clock_wires.png
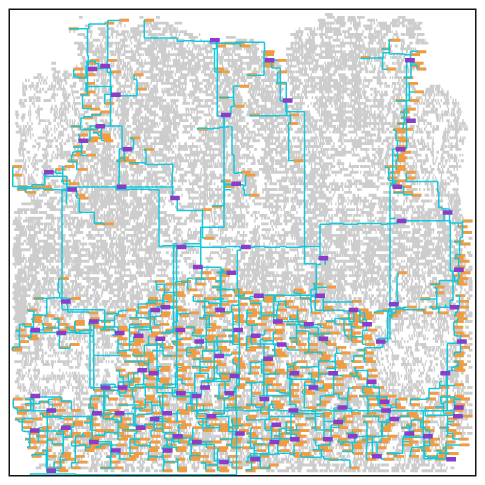
sizing.png
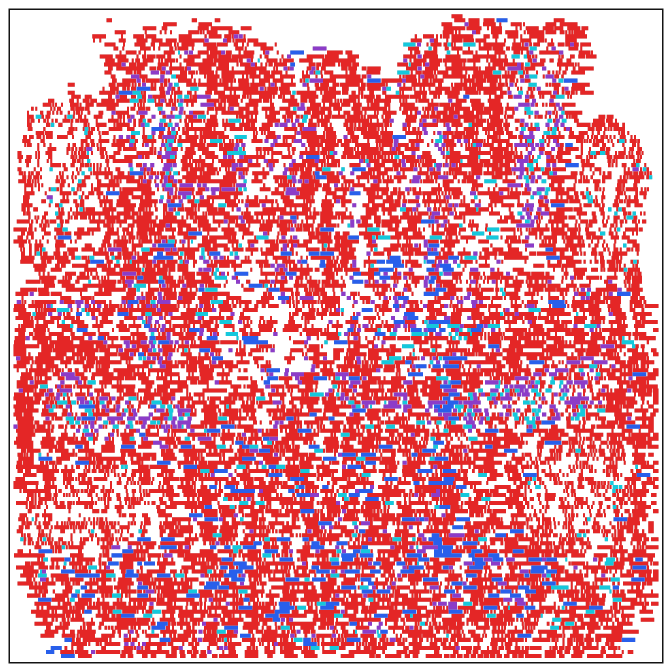
clock_nets.png
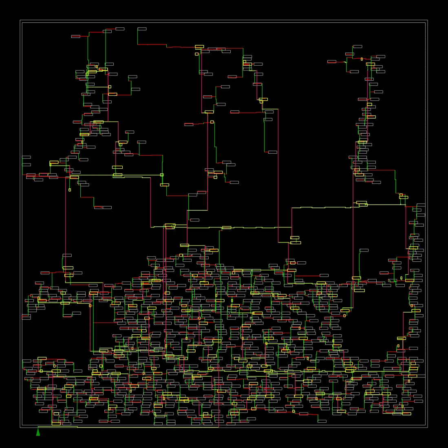
m1.png
Supply wires on this layer in gray. Cells faint in the background.
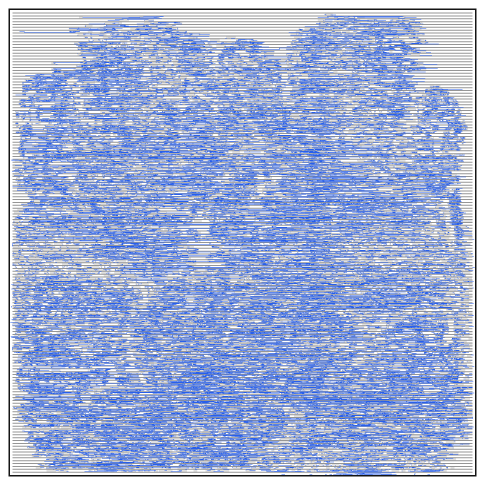
--- config.mk ---
export PLATFORM = sky130hd
export DESIGN_NAME = perceptron_layer
export DESIGN_NICKNAME = d
export VERILOG_FILES = /design/src/rtl/perceptron_layer.sv
export SDC_FILE = /design/constraint.sdc
export NUM_CORES = 2
export LEC_CHECK = 0
export ABC_AREA = 1
export CAP_MARGIN = 10
export CORE_MARGIN = 2
export CORE_UTILIZATION = 50
export DETAILED_ROUTE_END_ITERATION = 7
export PLACE_DENSITY = 0.67
export SETUP_SLACK_MARGIN = 0.2
export SLEW_MARGIN = 5
export SYNTH_ARGS = -nofsm -noshare
export SYNTH_HDL_FRONTEND = slang
export SYNTH_SLANG_ARGS = --single-unit
--- constraint.sdc ---
create_clock -name clk -period 7.6 [get_ports clk]
set_clock_uncertainty 0.05 [all_clocks]
set_input_delay 1.52 -clock clk [delete_from_list [all_inputs] [get_ports clk]]
set_output_delay 1.52 -clock clk [all_outputs]
set_load 0.02 [all_outputs]
--- src/rtl/perceptron_layer.sv ---
// M-neuron perceptron layer: time-multiplexed MAC over an N-element vector,
// per-neuron bias, run-time activation and valid/ready handshakes.
module perceptron_layer #(
  parameter int N    = 8,
  parameter int M    = 4,
  parameter int DW   = 16,
  parameter int FRAC = 8
) (
  input  logic                   clk,
  input  logic                   rst,
  input  logic                   w_we,
  input  logic [$clog2(M)-1:0]   w_neuron,
  input  logic [$clog2(N+1)-1:0] w_index,
  input  logic [DW-1:0]          w_data,
  output logic                   w_err,
  input  logic [1:0]             mode,
  input  logic                   in_valid,
  output logic                   in_ready,
  input  logic [DW*N-1:0]        x,
  output logic                   out_valid,
  input  logic                   out_ready,
  output logic [DW*M-1:0]        y,
  output logic [M-1:0]           fire
);

  localparam int ACCW = 2*DW + $clog2(N) + 1;
  localparam int CW   = $clog2(N);
  localparam int NW   = $clog2(N+1);
  localparam int MW   = $clog2(M);
  localparam int MW1  = MW + 1;

  localparam logic [NW-1:0]          N_IDX      = NW'(N);
  localparam logic [MW:0]            M_LIM      = MW1'(M);
  localparam logic [CW-1:0]          CNT_LAST   = CW'(N-1);
  localparam logic signed [ACCW-1:0] SMAX       = {{(ACCW-DW+1){1'b0}}, {(DW-1){1'b1}}};
  localparam logic signed [ACCW-1:0] SMIN       = {{(ACCW-DW+1){1'b1}}, {(DW-1){1'b0}}};
  localparam logic signed [DW-1:0]   ONE_FX     = {{(DW-1){1'b0}}, 1'b1} << FRAC;
  localparam logic signed [DW-1:0]   NEG_ONE_FX = -ONE_FX;

  typedef enum logic [1:0] {IDLE = 2'd0, MAC = 2'd1, ACT = 2'd2, HOLD = 2'd3} state_t;

  state_t                 state_q;
  logic [CW-1:0]          cnt_q;
  logic [1:0]             mode_q;
  logic signed [DW-1:0]   x_q   [N];
  logic signed [DW-1:0]   w_q   [M][N];
  logic signed [DW-1:0]   b_q   [M];
  logic signed [ACCW-1:0] acc_q [M];
  logic [DW*M-1:0]        y_q;
  logic [M-1:0]           fire_q;
  logic                   out_valid_q;
  logic                   in_ready_q;
  logic                   w_err_q;

  logic signed [2*DW-1:0] prod_s [M];
  logic signed [ACCW-1:0] sum_s  [M];
  logic signed [ACCW-1:0] acc_d  [M];
  logic signed [DW-1:0]   act_s  [M];
  logic [DW*M-1:0]        y_d;
  logic [M-1:0]           fire_d;

  function automatic logic signed [DW-1:0] sat(input logic signed [ACCW-1:0] v);
    logic signed [DW-1:0] r;
    if (v > SMAX) r = SMAX[DW-1:0];
    else if (v < SMIN) r = SMIN[DW-1:0];
    else r = v[DW-1:0];
    return r;
  endfunction

  function automatic logic signed [DW-1:0] activate(input logic signed [ACCW-1:0] s,
                                                    input logic [1:0] md);
    logic signed [DW-1:0] r;
    logic                 neg;
    logic                 pos;
    neg = s[ACCW-1];
    pos = !neg && (s != '0);
    case (md)
      2'd0:    r = pos ? ONE_FX : '0;
      2'd1:    r = pos ? sat(s) : '0;
      2'd2:    r = sat(s);
      2'd3:    r = neg ? NEG_ONE_FX : ONE_FX;
      default: r = '0;
    endcase
    return r;
  endfunction

  // Per-neuron MAC step, bias/rescale and activation
  always_comb begin
    y_d    = '0;
    fire_d = '0;
    for (int j = 0; j < M; j++) begin
      prod_s[j] = (2*DW)'(x_q[cnt_q]) * (2*DW)'(w_q[j][cnt_q]);
      acc_d[j]  = acc_q[j] + ACCW'(prod_s[j]);
      // bias aligned to the product scale; >>> rounds toward -inf
      sum_s[j]  = (acc_q[j] + (ACCW'(b_q[j]) <<< FRAC)) >>> FRAC;
      act_s[j]  = activate(sum_s[j], mode_q);
      y_d[DW*j +: DW] = act_s[j];
      fire_d[j] = !act_s[j][DW-1] && (act_s[j] != '0);
    end
  end

  // Control FSM, weight/bias store and registered outputs
  always_ff @(posedge clk or negedge rst) begin
    if (!rst) begin
      state_q     <= IDLE;
      cnt_q       <= '0;
      mode_q      <= 2'd0;
      y_q         <= '0;
      fire_q      <= '0;
      out_valid_q <= 1'b0;
      in_ready_q  <= 1'b0;
      w_err_q     <= 1'b0;
      for (int j = 0; j < M; j++) begin
        b_q[j]   <= '0;
        acc_q[j] <= '0;
        for (int i = 0; i < N; i++) w_q[j][i] <= '0;
      end
      for (int i = 0; i < N; i++) x_q[i] <= '0;
    end else begin
      if (w_we) begin
        if (state_q == IDLE || state_q == HOLD) begin
          if ({1'b0, w_neuron} < M_LIM) begin
            if (w_index < N_IDX) w_q[w_neuron][w_index[CW-1:0]] <= w_data;
            else if (w_index == N_IDX) b_q[w_neuron] <= w_data;
          end
        end else begin
          w_err_q <= 1'b1;
        end
      end

      case (state_q)
        IDLE: begin
          if (in_valid && in_ready_q) begin
            for (int i = 0; i < N; i++) x_q[i] <= x[DW*i +: DW];
            for (int j = 0; j < M; j++) acc_q[j] <= '0;
            mode_q     <= mode;
            cnt_q      <= '0;
            in_ready_q <= 1'b0;
            state_q    <= MAC;
          end else begin
            in_ready_q <= 1'b1;
          end
        end
        MAC: begin
          for (int j = 0; j < M; j++) acc_q[j] <= acc_d[j];
          cnt_q <= cnt_q + CW'(1);
          if (cnt_q == CNT_LAST) state_q <= ACT;
        end
        ACT: begin
          y_q         <= y_d;
          fire_q      <= fire_d;
          out_valid_q <= 1'b1;
          state_q     <= HOLD;
        end
        HOLD: begin
          if (out_ready) begin
            out_valid_q <= 1'b0;
            in_ready_q  <= 1'b1;
            state_q     <= IDLE;
          end
        end
        default: begin
          out_valid_q <= 1'b0;
          in_ready_q  <= 1'b0;
          state_q     <= IDLE;
        end
      endcase
    end
  end

  assign in_ready  = in_ready_q;
  assign out_valid = out_valid_q;
  assign y         = y_q;
  assign fire      = fire_q;
  assign w_err     = w_err_q;

endmodule

==> changes_impl.md <==
## Implementation

* Outcome: complete, no violations
* Pre-CTS setup slack at -344 ps
* Syn_area_per_cell at 7.80 um^2
* Critical path endpoint: acc_q[142]$_DFFE_PN0P_
* Met3 routed WL at 23400 um
* Num rows at 160
* # DRC at 0
* Fraction of registers with async set/reset at 100%
* Type of the worst min-delay path: register to register
* R2R Path End: acc_q[142]$_DFFE_PN0P_
* Final hold violation count at 0
* Post-synth EDFFs at 0
* CTS max path bufs at 3
* Worst path slowest cell: dfrtp_4
* Initial Util at 50.3%
* Number of tapcells at 2511
* Hold Startpoint: x_q[84]$_DFFE_PN0P_
* Grt met3 use at 4.63%
* Largest stage delay, worst path at 560 ps
* CTS tree: done
* Die H at 441 um
* Final clock-cell share at 3.08%
* Critical Path RT at 8260 ps
* Mapped Area at 0.0954 mm^2
* Multi-input combinational area share at 55.8%
* Routed Antenna Nets at 0
* Total setup buffers inserted after CTS at 25
* Logic area at 0.0641 mm^2
* R2r setup slk at 180 ps
* CTS hold repair buffers at 0
* Grt peak-use layer: met2
* Vias in the first global route at 85.0k
* Post-CTS resize count at 123
* Initial antenna violation count at 14
* Largest cells by area: fa_1, dfrtp_1, nand2_1
* Hold slack at 416 ps
* Post-synth cell types at 51
* Seq share, synth at 24.3%
* Die Span X at 441 um
* Clock transition at path regs at 60 ps
* Critical path start-end classification: register to register
* Yosys reg bits at 926
* FILL cells at 16.9k
* Flop area at 0.0232 mm^2
* Simple Share, Synth at 20.3%
* Crit-path leading delay family: adder cells
* Yosys Warn Count at 0
* Synth Net Count at 14.2k
* CP most frequent cell: fa_1
* Placed cells at 15.3k
* Count of non-filler cells in the finished layout at 15.6k
* Cell with the most instances after synthesis: nand2_1
* Global-route wire length before repair at 496000 um
* Final Setup Violations at 0
* Yosys aoi share at 9.58%
* Htree depth at 3
* Crit Path Max Fanout at 12
* Levels on crit path at 30
* DRT Wirelength at 329000 um
* Total CTS buffers at 106
* Buffers outside the clock class at 1207
* Nets@finish at 15.0k
* Uppermost layer routed: met5
* Vias at 84.6k
* Cell type with the largest total area: fa_1
* Max_slew headroom at 16.2%
* Top cells by count: nand2_1, inv_1, nor2_1, fa_1, o21ai_0
## Picture notes: clock_wires.png
[clock wires] cyan | length: 14300 um
[flip-flops] orange | count: 926
[clock-net drivers] purple | count: 106
routed clock nets: 107

## Picture notes: sizing.png
| size | color | cells | share |
|---|---|---|---|
| x1 and smaller | red | 11333 | 86% |
| x3 and x4 | purple | 935 | 7.1% |
| x6 and larger | blue | 352 | 2.7% |
| x2 | cyan | 498 | 3.8% |

## Picture notes: clock_nets.png
clock buffers: 158
num sequential: 926

## Picture notes: m1.png
longest straight run: 139 um
nets with wire on the layer: 14169

-- state kept, by name, summed over array words and instances, names as in the netlist --
name and cells:
acc_q 144, b_q 64, cnt_q 3, fire 4, in_ready 1, mode_q 2
out_valid 1, state_q 2, w_err 1, w_q 512, x_q 128, y 64
-- cells in the final DEF, fill, tap and decap left out, drive strengths merged, types with 19 or more instances in the layout --
cell           count
o32ai            160
xor2              59
fa              1260
dfrtp            926
a31oi             47
a21oi            255
ha               542
clkinv            32
nand4             39
nand3b            21
a22o              21
inv             2312
buf              959
clkbuf           180
nor3              28
clkinvlp          28
o21bai            19
nand2           3079
nand3            281
nor2            1466
clkdlybuf4s50    226
xnor2             36
o21ai           1022
o31ai             35
-- worst min-delay path: stages, from the launching register on --
cell	delay, ps
dfrtp_1	340
nand2_1	50
nand2_1	40
